### The metal 2 layer, run 1

Drawn at 2 px/um.
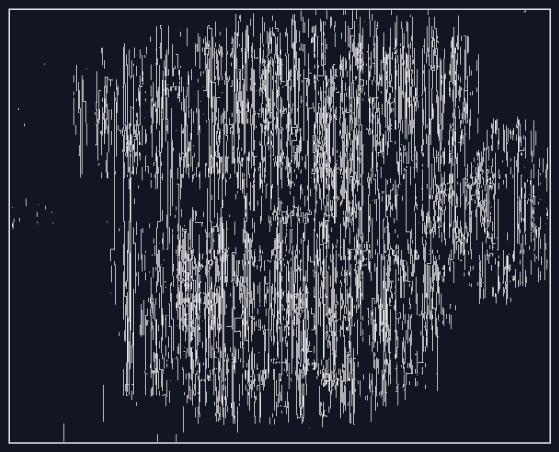
### Ports around the boundary, run 1

Drawn at 2 px/um. Pins as bars across the die edge, other pins in grey.
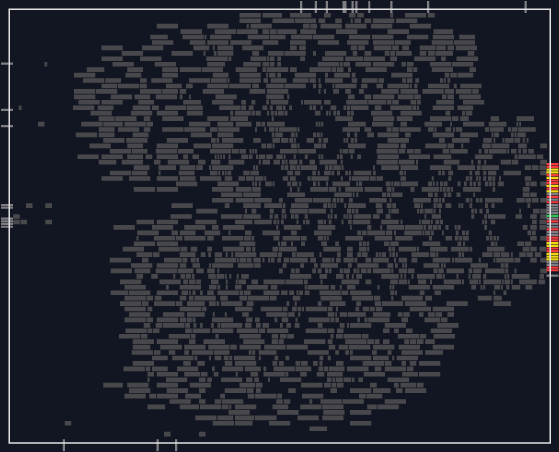
### Signal wires by layer, run 1

Drawn at 1 px/um. Only two layers are drawn.
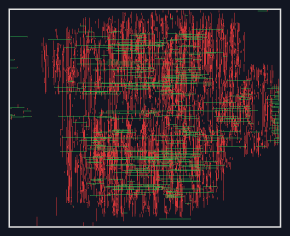
### Port wiring, run 1

Drawn at 1 px/um.
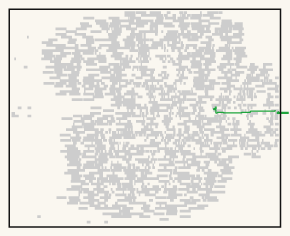
File: src/rtl/plb_dac_stream_if.sv
// Control, sample-write, status and DAC-pin bundle of the multi-channel DAC sample engine.
// master = register-file side, slave = the engine itself.
interface plb_dac_stream_if #(
    parameter int unsigned DAC_WIDTH  = 10,
    parameter int unsigned NUM_CH     = 2,
    parameter int unsigned FIFO_DEPTH = 16,
    parameter int unsigned RATE_WIDTH = 16
);
    localparam int unsigned CH_W  = (NUM_CH > 1) ? $clog2(NUM_CH) : 1;
    localparam int unsigned LVL_W = $clog2(FIFO_DEPTH) + 1;

    logic                    Ctrl_Enable;
    logic                    Ctrl_Mode;
    logic [RATE_WIDTH-1:0]   Ctrl_RateDiv;
    logic                    Ctrl_Flush;
    logic                    Wr_En;
    logic [CH_W-1:0]         Wr_Ch;
    logic [DAC_WIDTH-1:0]    Wr_Data;
    logic [NUM_CH-1:0]       Wr_Full;
    logic [NUM_CH*LVL_W-1:0] Stat_Level;
    logic [NUM_CH-1:0]       Stat_Underrun;
    logic                    Stat_Clr;
    logic                    Stat_Running;
    logic [DAC_WIDTH-1:0]    S_Data;
    logic [CH_W-1:0]         S_ChSel;
    logic                    S_DCLKIO;
    logic                    S_PWRDN;
    logic [NUM_CH-1:0]       S_OpEn;

    modport master (
        output Ctrl_Enable, Ctrl_Mode, Ctrl_RateDiv, Ctrl_Flush,
        output Wr_En, Wr_Ch, Wr_Data, Stat_Clr,
        input  Wr_Full, Stat_Level, Stat_Underrun, Stat_Running,
        input  S_Data, S_ChSel, S_DCLKIO, S_PWRDN, S_OpEn
    );

    modport slave (
        input  Ctrl_Enable, Ctrl_Mode, Ctrl_RateDiv, Ctrl_Flush,
        input  Wr_En, Wr_Ch, Wr_Data, Stat_Clr,
        output Wr_Full, Stat_Level, Stat_Underrun, Stat_Running,
        output S_Data, S_ChSel, S_DCLKIO, S_PWRDN, S_OpEn
    );
endinterface

File: src/rtl/plb_dac_stream.sv
// Multi-channel DAC sample engine: per-channel sample FIFOs, rate-paced frames, and
// time-multiplexed output onto one DAC bus in STREAM (consume) or LOOP (replay) mode.
module plb_dac_stream #(
    parameter int unsigned DAC_WIDTH  = 10,
    parameter int unsigned NUM_CH     = 2,
    parameter int unsigned FIFO_DEPTH = 16,
    parameter int unsigned RATE_WIDTH = 16
) (
    input  logic            SPLB_Clk,
    input  logic            SPLB_Rst_n,
    plb_dac_stream_if.slave io_plb
);
    localparam int unsigned CH_W  = (NUM_CH > 1) ? $clog2(NUM_CH) : 1;
    localparam int unsigned LVL_W = $clog2(FIFO_DEPTH) + 1;
    localparam int unsigned PTR_W = $clog2(FIFO_DEPTH);
    localparam logic [CH_W-1:0]  LAST_CH  = CH_W'(NUM_CH - 1);
    localparam logic [LVL_W-1:0] FULL_LVL = LVL_W'(FIFO_DEPTH);

    typedef enum logic [1:0] {StIdle, StArm, StRun, StStop} state_e;

    state_e                r_state, w_state_nxt;
    logic                  r_mode, w_mode_nxt;
    logic [RATE_WIDTH-1:0] r_cnt, w_cnt_nxt, w_reload;
    logic                  r_busy, w_busy_nxt;
    logic [CH_W-1:0]       r_slot, w_slot_nxt;
    logic                  w_tick, w_flush, w_start, w_go;
    logic [CH_W-1:0]       w_ch;

    logic [DAC_WIDTH-1:0] r_mem [NUM_CH][FIFO_DEPTH];
    logic [PTR_W-1:0]     r_wptr [NUM_CH];
    logic [PTR_W-1:0]     r_rptr [NUM_CH];
    logic [PTR_W-1:0]     r_pptr [NUM_CH];
    logic [PTR_W-1:0]     w_wptr_nxt [NUM_CH];
    logic [PTR_W-1:0]     w_rptr_nxt [NUM_CH];
    logic [PTR_W-1:0]     w_pptr_nxt [NUM_CH];
    logic [PTR_W-1:0]     w_pnext [NUM_CH];
    logic [LVL_W-1:0]     r_level [NUM_CH];
    logic [LVL_W-1:0]     w_level_nxt [NUM_CH];
    logic [DAC_WIDTH-1:0] r_last [NUM_CH];
    logic [DAC_WIDTH-1:0] w_last_nxt [NUM_CH];

    logic [NUM_CH-1:0]       r_underrun, w_underrun_nxt, w_ur_set;
    logic [NUM_CH-1:0]       w_wr_sel, w_pop, w_ready, w_full;
    logic [NUM_CH*LVL_W-1:0] w_level_flat;

    logic [DAC_WIDTH-1:0] r_sdata, w_sdata_nxt;
    logic [CH_W-1:0]      r_chsel;
    logic                 r_dclk;

    // Period is clamped so a frame's slots never overlap the next tick.
    assign w_reload = (io_plb.Ctrl_RateDiv < RATE_WIDTH'(NUM_CH - 1)) ?
                      RATE_WIDTH'(NUM_CH - 1) : io_plb.Ctrl_RateDiv;

    always_comb begin
        for (int c = 0; c < NUM_CH; c++) begin
            w_ready[c] = (r_level[c] != '0);
            w_full[c]  = (r_level[c] == FULL_LVL);
            w_level_flat[c*LVL_W +: LVL_W] = r_level[c];
            w_wr_sel[c] = io_plb.Wr_En && !w_flush && (io_plb.Wr_Ch == CH_W'(c)) &&
                          !w_full[c];
        end
    end

    always_comb begin
        w_state_nxt = r_state;
        w_mode_nxt  = r_mode;
        w_cnt_nxt   = r_cnt;
        w_tick      = 1'b0;
        w_flush     = 1'b0;
        w_start     = 1'b0;
        unique case (r_state)
            StIdle: begin
                w_flush = io_plb.Ctrl_Flush;
                if (io_plb.Ctrl_Enable) w_state_nxt = StArm;
            end
            StArm: begin
                if (!io_plb.Ctrl_Enable) begin
                    w_state_nxt = StIdle;
                end else if (&w_ready) begin
                    w_state_nxt = StRun;
                    w_start     = 1'b1;
                    w_mode_nxt  = io_plb.Ctrl_Mode;
                    w_cnt_nxt   = w_reload;
                end
            end
            StRun: begin
                if (r_cnt == '0) begin
                    w_tick    = 1'b1;
                    w_cnt_nxt = w_reload;
                end else begin
                    w_cnt_nxt = r_cnt - 1'b1;
                end
                if (!io_plb.Ctrl_Enable) w_state_nxt = StStop;
            end
            StStop: begin
                if (!r_busy || (r_slot == LAST_CH)) w_state_nxt = StIdle;
            end
            default: w_state_nxt = StIdle;
        endcase
    end

    // Slot 0 is served in the tick cycle itself; the remaining slots follow back to back.
    always_comb begin
        w_go       = w_tick || r_busy;
        w_ch       = r_busy ? r_slot : '0;
        w_busy_nxt = w_go && (w_ch != LAST_CH);
        w_slot_nxt = w_ch + 1'b1;
    end

    always_comb begin
        w_sdata_nxt = r_sdata;
        w_wptr_nxt  = r_wptr;
        w_rptr_nxt  = r_rptr;
        w_pptr_nxt  = r_pptr;
        w_level_nxt = r_level;
        w_last_nxt  = r_last;
        w_pop       = '0;
        w_ur_set    = '0;
        for (int c = 0; c < NUM_CH; c++) begin
            w_pnext[c] = r_pptr[c] + 1'b1;
            if (w_flush) begin
                w_wptr_nxt[c]  = '0;
                w_rptr_nxt[c]  = '0;
                w_pptr_nxt[c]  = '0;
                w_level_nxt[c] = '0;
                w_last_nxt[c]  = '0;
            end else begin
                if (w_wr_sel[c]) w_wptr_nxt[c] = r_wptr[c] + 1'b1;
                if (w_start) w_pptr_nxt[c] = r_rptr[c];
                if (w_go && (w_ch == CH_W'(c))) begin
                    if (r_level[c] == '0) begin
                        w_sdata_nxt = r_last[c];
                        w_ur_set[c] = 1'b1;
                    end else if (r_mode) begin
                        w_sdata_nxt   = r_mem[c][r_pptr[c]];
                        w_last_nxt[c] = r_mem[c][r_pptr[c]];
                        // Play pointer wraps at the write pointer, so new writes extend the loop.
                        w_pptr_nxt[c] = (w_pnext[c] == r_wptr[c]) ? r_rptr[c] : w_pnext[c];
                    end else begin
                        w_sdata_nxt   = r_mem[c][r_rptr[c]];
                        w_last_nxt[c] = r_mem[c][r_rptr[c]];
                        w_rptr_nxt[c] = r_rptr[c] + 1'b1;
                        w_pop[c]      = 1'b1;
                    end
                end
                w_level_nxt[c] = r_level[c] + LVL_W'(w_wr_sel[c]) - LVL_W'(w_pop[c]);
            end
        end
        w_underrun_nxt = (io_plb.Stat_Clr ? '0 : r_underrun) | w_ur_set;
    end

    always_ff @(posedge SPLB_Clk or negedge SPLB_Rst_n) begin
        if (!SPLB_Rst_n) begin
            r_state    <= StIdle;
            r_mode     <= 1'b0;
            r_cnt      <= '0;
            r_busy     <= 1'b0;
            r_slot     <= '0;
            r_underrun <= '0;
            r_sdata    <= '0;
            r_chsel    <= '0;
            r_dclk     <= 1'b0;
            for (int c = 0; c < NUM_CH; c++) begin
                r_wptr[c]  <= '0;
                r_rptr[c]  <= '0;
                r_pptr[c]  <= '0;
                r_level[c] <= '0;
                r_last[c]  <= '0;
            end
        end else begin
            r_state    <= w_state_nxt;
            r_mode     <= w_mode_nxt;
            r_cnt      <= w_cnt_nxt;
            r_busy     <= w_busy_nxt;
            r_slot     <= w_slot_nxt;
            r_underrun <= w_underrun_nxt;
            r_sdata    <= w_sdata_nxt;
            r_dclk     <= w_go;
            if (w_go) r_chsel <= w_ch;
            r_wptr  <= w_wptr_nxt;
            r_rptr  <= w_rptr_nxt;
            r_pptr  <= w_pptr_nxt;
            r_level <= w_level_nxt;
            r_last  <= w_last_nxt;
        end
    end

    always_ff @(posedge SPLB_Clk) begin
        for (int c = 0; c < NUM_CH; c++) begin
            if (w_wr_sel[c]) r_mem[c][r_wptr[c]] <= io_plb.Wr_Data;
        end
    end

    assign io_plb.Wr_Full       = w_full;
    assign io_plb.Stat_Level    = w_level_flat;
    assign io_plb.Stat_Underrun = r_underrun;
    assign io_plb.Stat_Running  = (r_state == StRun) || (r_state == StStop);
    assign io_plb.S_Data        = r_sdata;
    assign io_plb.S_ChSel       = r_chsel;
    assign io_plb.S_DCLKIO      = r_dclk;
    assign io_plb.S_PWRDN       = (r_state == StIdle);
    assign io_plb.S_OpEn        = io_plb.Stat_Running ? '1 : '0;
endmodule
File: src/flat_wrapper.sv
// flat-port wrapper written by rule: the top's interface ports become plain ports
module plb_dac_stream_flat 
#(
    parameter int unsigned DAC_WIDTH  = 10,
    parameter int unsigned NUM_CH     = 2,
    parameter int unsigned FIFO_DEPTH = 16,
    parameter int unsigned RATE_WIDTH = 16
)
  (SPLB_Clk, SPLB_Rst_n, io_plb_Ctrl_Enable, io_plb_Ctrl_Mode, io_plb_Ctrl_RateDiv, io_plb_Ctrl_Flush, io_plb_Wr_En, io_plb_Wr_Ch, io_plb_Wr_Data, io_plb_Stat_Clr, io_plb_Wr_Full, io_plb_Stat_Level, io_plb_Stat_Underrun, io_plb_Stat_Running, io_plb_S_Data, io_plb_S_ChSel, io_plb_S_DCLKIO, io_plb_S_PWRDN, io_plb_S_OpEn);
  plb_dac_stream_if #(.DAC_WIDTH(DAC_WIDTH), .NUM_CH(NUM_CH), .FIFO_DEPTH(FIFO_DEPTH), .RATE_WIDTH(RATE_WIDTH)) io_plb_i ();
  input  logic SPLB_Clk;
  input  logic SPLB_Rst_n;
  input wire logic [$bits(io_plb_i.Ctrl_Enable)-1:0] io_plb_Ctrl_Enable;
  input wire logic [$bits(io_plb_i.Ctrl_Mode)-1:0] io_plb_Ctrl_Mode;
  input wire logic [$bits(io_plb_i.Ctrl_RateDiv)-1:0] io_plb_Ctrl_RateDiv;
  input wire logic [$bits(io_plb_i.Ctrl_Flush)-1:0] io_plb_Ctrl_Flush;
  input wire logic [$bits(io_plb_i.Wr_En)-1:0] io_plb_Wr_En;
  input wire logic [$bits(io_plb_i.Wr_Ch)-1:0] io_plb_Wr_Ch;
  input wire logic [$bits(io_plb_i.Wr_Data)-1:0] io_plb_Wr_Data;
  input wire logic [$bits(io_plb_i.Stat_Clr)-1:0] io_plb_Stat_Clr;
  output wire logic [$bits(io_plb_i.Wr_Full)-1:0] io_plb_Wr_Full;
  output wire logic [$bits(io_plb_i.Stat_Level)-1:0] io_plb_Stat_Level;
  output wire logic [$bits(io_plb_i.Stat_Underrun)-1:0] io_plb_Stat_Underrun;
  output wire logic [$bits(io_plb_i.Stat_Running)-1:0] io_plb_Stat_Running;
  output wire logic [$bits(io_plb_i.S_Data)-1:0] io_plb_S_Data;
  output wire logic [$bits(io_plb_i.S_ChSel)-1:0] io_plb_S_ChSel;
  output wire logic [$bits(io_plb_i.S_DCLKIO)-1:0] io_plb_S_DCLKIO;
  output wire logic [$bits(io_plb_i.S_PWRDN)-1:0] io_plb_S_PWRDN;
  output wire logic [$bits(io_plb_i.S_OpEn)-1:0] io_plb_S_OpEn;
  assign io_plb_i.Ctrl_Enable = io_plb_Ctrl_Enable;
  assign io_plb_i.Ctrl_Mode = io_plb_Ctrl_Mode;
  assign io_plb_i.Ctrl_RateDiv = io_plb_Ctrl_RateDiv;
  assign io_plb_i.Ctrl_Flush = io_plb_Ctrl_Flush;
  assign io_plb_i.Wr_En = io_plb_Wr_En;
  assign io_plb_i.Wr_Ch = io_plb_Wr_Ch;
  assign io_plb_i.Wr_Data = io_plb_Wr_Data;
  assign io_plb_i.Stat_Clr = io_plb_Stat_Clr;
  assign io_plb_Wr_Full = io_plb_i.Wr_Full;
  assign io_plb_Stat_Level = io_plb_i.Stat_Level;
  assign io_plb_Stat_Underrun = io_plb_i.Stat_Underrun;
  assign io_plb_Stat_Running = io_plb_i.Stat_Running;
  assign io_plb_S_Data = io_plb_i.S_Data;
  assign io_plb_S_ChSel = io_plb_i.S_ChSel;
  assign io_plb_S_DCLKIO = io_plb_i.S_DCLKIO;
  assign io_plb_S_PWRDN = io_plb_i.S_PWRDN;
  assign io_plb_S_OpEn = io_plb_i.S_OpEn;
  plb_dac_stream #(.DAC_WIDTH(DAC_WIDTH), .NUM_CH(NUM_CH), .FIFO_DEPTH(FIFO_DEPTH), .RATE_WIDTH(RATE_WIDTH)) u_core (.SPLB_Clk(SPLB_Clk), .SPLB_Rst_n(SPLB_Rst_n), .io_plb(io_plb_i));
endmodule
File: config.mk
export PLATFORM = sky130hd
export DESIGN_NAME = plb_dac_stream_flat
export DESIGN_NICKNAME = d
export VERILOG_FILES = /design/src/rtl/plb_dac_stream_if.sv /design/src/rtl/plb_dac_stream.sv /design/src/flat_wrapper.sv
export SDC_FILE = /design/constraint.sdc
export NUM_CORES = 1
export LEC_CHECK = 0
export CAP_MARGIN = 20
export CORE_ASPECT_RATIO = 0.8
export CORE_UTILIZATION = 35
export CTS_CLUSTER_SIZE = 24
export DETAILED_ROUTE_END_ITERATION = 7
export GPL_TIMING_DRIVEN = 0
export SYNTH_ARGS = -nofsm -noshare
export SYNTH_HDL_FRONTEND = slang
export SYNTH_SLANG_ARGS = --single-unit
File: constraint.sdc
create_clock -name SPLB_Clk -period 4.92 [get_ports SPLB_Clk]
set_input_delay 1.23 -clock SPLB_Clk [delete_from_list [all_inputs] [get_ports SPLB_Clk]]
set_output_delay 1.23 -clock SPLB_Clk [all_outputs]
set_load 0.1 [all_outputs]
==> flow_summary_export.csv, run 1 <==
group,metric,value,unit
logic_synthesis,synthDistinctLibCells,63,
global_routing,grt_start_max_net_pins,65,
critical_path,timing.rr.end,"u_core.io_plb.Stat_Level[4]",
run_status,status,"finished, violations left",
final_layout,seq_cells,409,
route,drt_iter0_drc,1675,
logic_synthesis,ys_area,20100,um2
sta,layout_setup_ws,0.856,ns
die,io-pin-count,64,
final_layout,largest_reg_flops,320,
pwr,power.internal,6.85,mW
logic_synthesis,synthTopCellsByCount,"edfxtp_1 (320), mux2i_1 (168), dfrtp_1 (89), mux4_2 (89), nor2_1 (85)",
critical_path,crit_chain,"inv_1 -> ha_1 -> nor4b_2 -> clkbuf_1 -> nor2_1 -> nand2_1 -> inv_1 -> ha_1 -> inv_1 -> ha_1 -> inv_1 -> fa_1 -> inv_1 -> a21oi_1 -> nor2_1 -> or3_1 -> a21oi_1",
placement,port_buffers,63,
sta,setup_viol,0,
final_layout,logic_area,7740,um2
route,wirelength,61.2,mm
sta,final-hold-violation-count,0,
cts,cts_tree,"yes",
sta,tns,0,ns
min_path,hold_path_class,"reg -> reg",
logic_synthesis,most_common_cell,"edfxtp_1",
pwr,p_leak,7.90,nW
route,wl_met3,6.00,mm
run_status,violations,"design-rule violations",
pwr,vdd_drop_max,0.471,mV
route,wl_per_cell,26.1,um
critical_path,reg2regPathDepth,17,
critical_path,cp.arrival,4.57,ns
sta,skew,0.0184,ns
critical_path,cp_data_required_time,5.42,ns
placement,place_congestion,0.939,
critical_path,path_buffers,6,
sta,hold-worst-slack,0.490,ns
placement,placed_cell_area,22100,um2
final_layout,dominant_cells,"flip-flops and latches",
pwr,p_per_area,430,nW/um2
critical_path,crit_path_end,"u_core.io_plb.Stat_Level[4]",
sta,fin_crit_sh,82.6,%
global_routing,grt_overflow,0,
final_layout,syn2layout_area_growth,18.1,%
logic_synthesis,fa_ha_area_share,1.82,%
route,viasPerCell,5.84,
critical_path,cpMostUsedCell,"inv_1",
cts,clock_latency,0.58,ns
final_layout,logic_gates,868,
die,die-area,58300,um2
final_layout,lay_top_cells,"edfxtp_1 (320), mux2i_1 (168), mux4_2 (89), dfrtp_1 (89), nor2_1 (85)",
critical_path,critPathCaptureType,"flip-flop",
route,drc_errors,1,
route,firstDrtPassIters,7,
critical_path,crit_fanout,10,
global_routing,met2_usage,29.2,%
sta,period_needed,4.06,ns
logic_synthesis,simple_gate_area_share,6.98,%
final_layout,nonClockInverterCount,35,
pwr,power_leader,"registers",
route,postRouteAntennaNets,0,
About 'The metal 2 layer':
wire length on this layer = 25.4 mm
longest straight run = 79.2 um

About 'Ports around the boundary':
yellow -> io_plb_Stat_Level  # pins 10, direction output, edge right
red -> io_plb_Ctrl_RateDiv  # pins 16, direction input, edge right
green -> io_plb_S_PWRDN  # pins 1, direction output, edge right
all pins by edge = 41 right, 11 top, 9 left, 3 bottom

About 'Signal wires by layer':
red -> metal 2  # wire length 25.4 mm
green -> metal 3  # wire length 6000 um

About 'Port wiring':
green -> io_plb_S_PWRDN  # bits 1, direction output, edge right, end cells 1, wire 74.0 um

--- run 2 (diff from run 1) ---
- clock period: 4.92 -> 3.5 ns (I/O delays scaled with it)
==> run 2 against run 1 <==
  * The run still ends with design-rule violations left
  * Die size unchanged
  * Wire length up 0.50%
  * Worst setup slack worse by 0.75 ns
  * Global-route usage up 0.26 points
  * Core utilization about the same
  * Flip-flop count unchanged
  * Final cell count up 0.38%
  * Register-to-register slack worse by 0.72 ns
  * Synthesized cell count unchanged
  * Sequential share of layout area about the same
  * Critical endpoint is now u_core.r_mem[0][42]
  * Largest cell class unchanged
  * Highest routed layer is now met5
==> flow_summary_export.csv, run 2 <==
group,metric,value,unit
sta,hold-worst-slack,0.215,ns
cts,cts_tree,"yes",
cts,clock_latency,0.59,ns
pwr,p_leak,7.89,nW
critical_path,reg2regPathDepth,7,
critical_path,cpMostUsedCell,"nand2_1",
final_layout,seq_cells,409,
critical_path,cp_data_required_time,3.79,ns
route,drt_iter0_drc,1657,
sta,period_needed,3.39,ns
sta,skew,0.0183,ns
critical_path,crit_fanout,8,
sta,fin_crit_sh,96.8,%
route,wirelength,61.5,mm
run_status,violations,"design-rule violations",
route,postRouteAntennaNets,0,
critical_path,cp.arrival,3.68,ns
pwr,p_per_area,599,nW/um2
critical_path,cp-start-kind,"primary input",
placement,place_congestion,0.909,
logic_synthesis,synthTopCellsByCount,"edfxtp_1 (320), mux2i_1 (168), dfrtp_1 (89), mux4_2 (89), nor2_1 (85)",
logic_synthesis,ys_area,20100,um2
route,wl_met3,5.94,mm
logic_synthesis,synthDistinctLibCells,63,
final_layout,syn2layout_area_growth,18.2,%
route,vias,13600,
final_layout,largest_reg_flops,320,
route,firstDrtPassIters,8,
route,viasPerCell,5.76,
final_layout,logic_area,7870,um2
die,io-pin-count,64,
critical_path,crit_chain,"clkdlybuf4s50_1 -> or3b_2 -> nand2_1 -> nor3_2 -> nand2_1 -> nor2_1 -> buf_6",
global_routing,grt_start_max_net_pins,65,
critical_path,timing.rr.end,"u_core.io_plb.S_Data[8]",
pwr,vdd_drop_max,0.642,mV
sta,tns,0,ns
final_layout,nonClockInverterCount,35,
global_routing,grt_overflow,0,
logic_synthesis,simple_gate_area_share,6.98,%
route,wl_per_cell,26.1,um
pwr,power_leader,"registers",
die,die-area,58300,um2
critical_path,critPathCaptureType,"flip-flop",
route,drc_errors,1,
final_layout,dominant_cells,"flip-flops and latches",
sta,final-hold-violation-count,0,
critical_path,path_buffers,2,
run_status,status,"finished, violations left",
logic_synthesis,fa_ha_area_share,1.82,%
min_path,hold_path_class,"in -> async",
sta,layout_setup_ws,0.111,ns
final_layout,logic_gates,868,
### Ports around the boundary, run 2

Drawn at 2 px/um. Pins as bars across the die edge, other pins in grey.
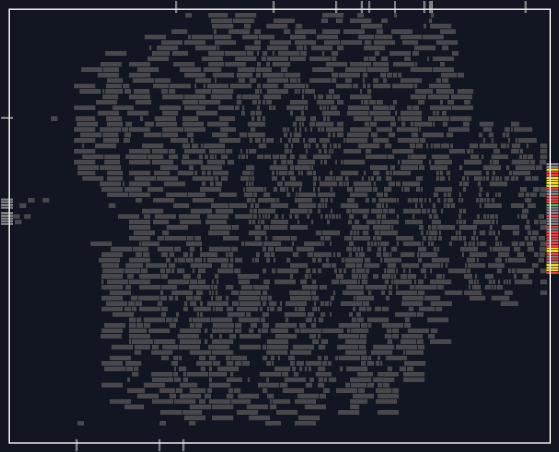
yellow -> io_plb_Stat_Level  # pins 10, direction output, edge right
green -> io_plb_S_PWRDN  # pins 1, direction output, edge right
red -> io_plb_Ctrl_RateDiv  # pins 16, direction input, edge right
all pins by edge = 41 right, 10 top, 10 left, 3 bottom

--- run 3 (diff from run 2) ---
- TNS_END_PERCENT: default -> 1
### Port wiring, run 3

Drawn at 1 px/um.
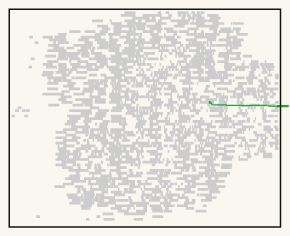
green -> io_plb_S_PWRDN  # bits 1, direction output, edge right, end cells 1, wire 72.1 um

==> run 3 against run 2 <==
  * The flow finishes with violations (design-rule violations, negative setup slack)
  * First-iteration DRC count grew 1.3%
  * Worst hold slack lost 0.0042 ns
  * Via count grew 0.83%
  * Final cell count is essentially flat
  * Synthesized cell count is the same
  * Area after synthesis is the same
  * Clock skew grew 0.013 ns
  * Sequential power is essentially flat
  * Power grew 1.3%
  * Clock power grew 5.2%
  * Global-route usage shrank 0.12 points
  * Largest power group unchanged
  * Highest routed layer is now met4
==> flow_summary_export.csv, run 3 <==
group,metric,value,unit
logic_synthesis,most_common_cell,"edfxtp_1",
die,io-pin-count,64,
final_layout,lay_top_cells,"edfxtp_1 (320), mux2i_1 (168), mux4_2 (89), dfrtp_1 (89), a22oi_1 (78)",
route,wl_met3,6.54,mm
die,fp.dieW,270,um
pwr,vdd_drop_max,0.455,mV
pwr,power.internal,9.59,mW
critical_path,reg2regPathDepth,17,
route,postRouteAntennaNets,0,
global_routing,grt_start_max_net_pins,68,
final_layout,dominant_cells,"flip-flops and latches",
final_layout,largest_reg_flops,320,
critical_path,crit_chain,"clkdlybuf4s50_1 -> or3b_2 -> nand2_1 -> nor3b_2 -> nand2_1 -> nor2_1 -> buf_6",
logic_synthesis,syn_inst,1406,
die,die-area,58300,um2
final_layout,seq_cells,409,
logic_synthesis,simple_gate_area_share,6.98,%
sta,layout_setup_ws,-0.0234,ns
global_routing,busiest_layer,"met1",
cts,cts_tree,"yes",
run_status,violations,"design-rule violations, negative setup slack",
run_status,status,"finished, violations left",
critical_path,timing.rr.end,"u_core.io_plb.Stat_Level[4]",
final_layout,diodes,0,
logic_synthesis,synth_xor_xnor_area_share,1.40,%
route,drt_iter0_drc,1678,
route,firstDrtPassIters,7,
critical_path,path_buffers,2,
placement,port_buffers,63,
logic_synthesis,synthTopCellsByCount,"edfxtp_1 (320), mux2i_1 (168), dfrtp_1 (89), mux4_2 (89), nor2_1 (85)",
logic_synthesis,ys_area,20100,um2
sta,final-hold-violation-count,0,
pwr,p_leak,7.94,nW
pwr,power_leader,"registers",
route,viasPerCell,5.81,
critical_path,crit_path_end,"u_core.r_mem[0][267]",
critical_path,cpMostUsedCell,"nand2_1",
global_routing,grt_overflow,0,
pwr,p_clk_share,33.5,%
placement,dp_slack,-0.907,ns
final_layout,final_area,23800,um2
sta,setup_viol,29,
critical_path,cp-start-kind,"primary input",
sta,skew,0.0316,ns
die,tap_cells,760,
logic_synthesis,synthDistinctLibCells,63,
sta,tns,-0.371,ns
placement,hpwl,44.3,mm
route,vias,13700,
final_layout,logic_gates,868,
sta,hold-worst-slack,0.210,ns
final_layout,n_all_buffers,198,
placement,place_congestion,0.948,
critical_path,crit_fanout,9,
route,drc_errors,1,
critical_path,cp.depth,7,
route,wl_per_cell,26.2,um
logic_synthesis,fa_ha_area_share,1.82,%
sta,period_needed,3.52,ns
placement,placed_cell_area,22200,um2
logic_synthesis,syn_area,20100,um2
final_layout,syn2layout_area_growth,18.8,%
critical_path,cp.arrival,3.80,ns
final_layout,logic_area,7830,um2
route,wirelength,61.7,mm
cts,clock_latency,0.58,ns
pwr,p_per_area,604,nW/um2
final_layout,nonClockInverterCount,35,
critical_path,critPathCaptureType,"flip-flop",
No activity file was given, so power comes from the tool's default toggle rates.
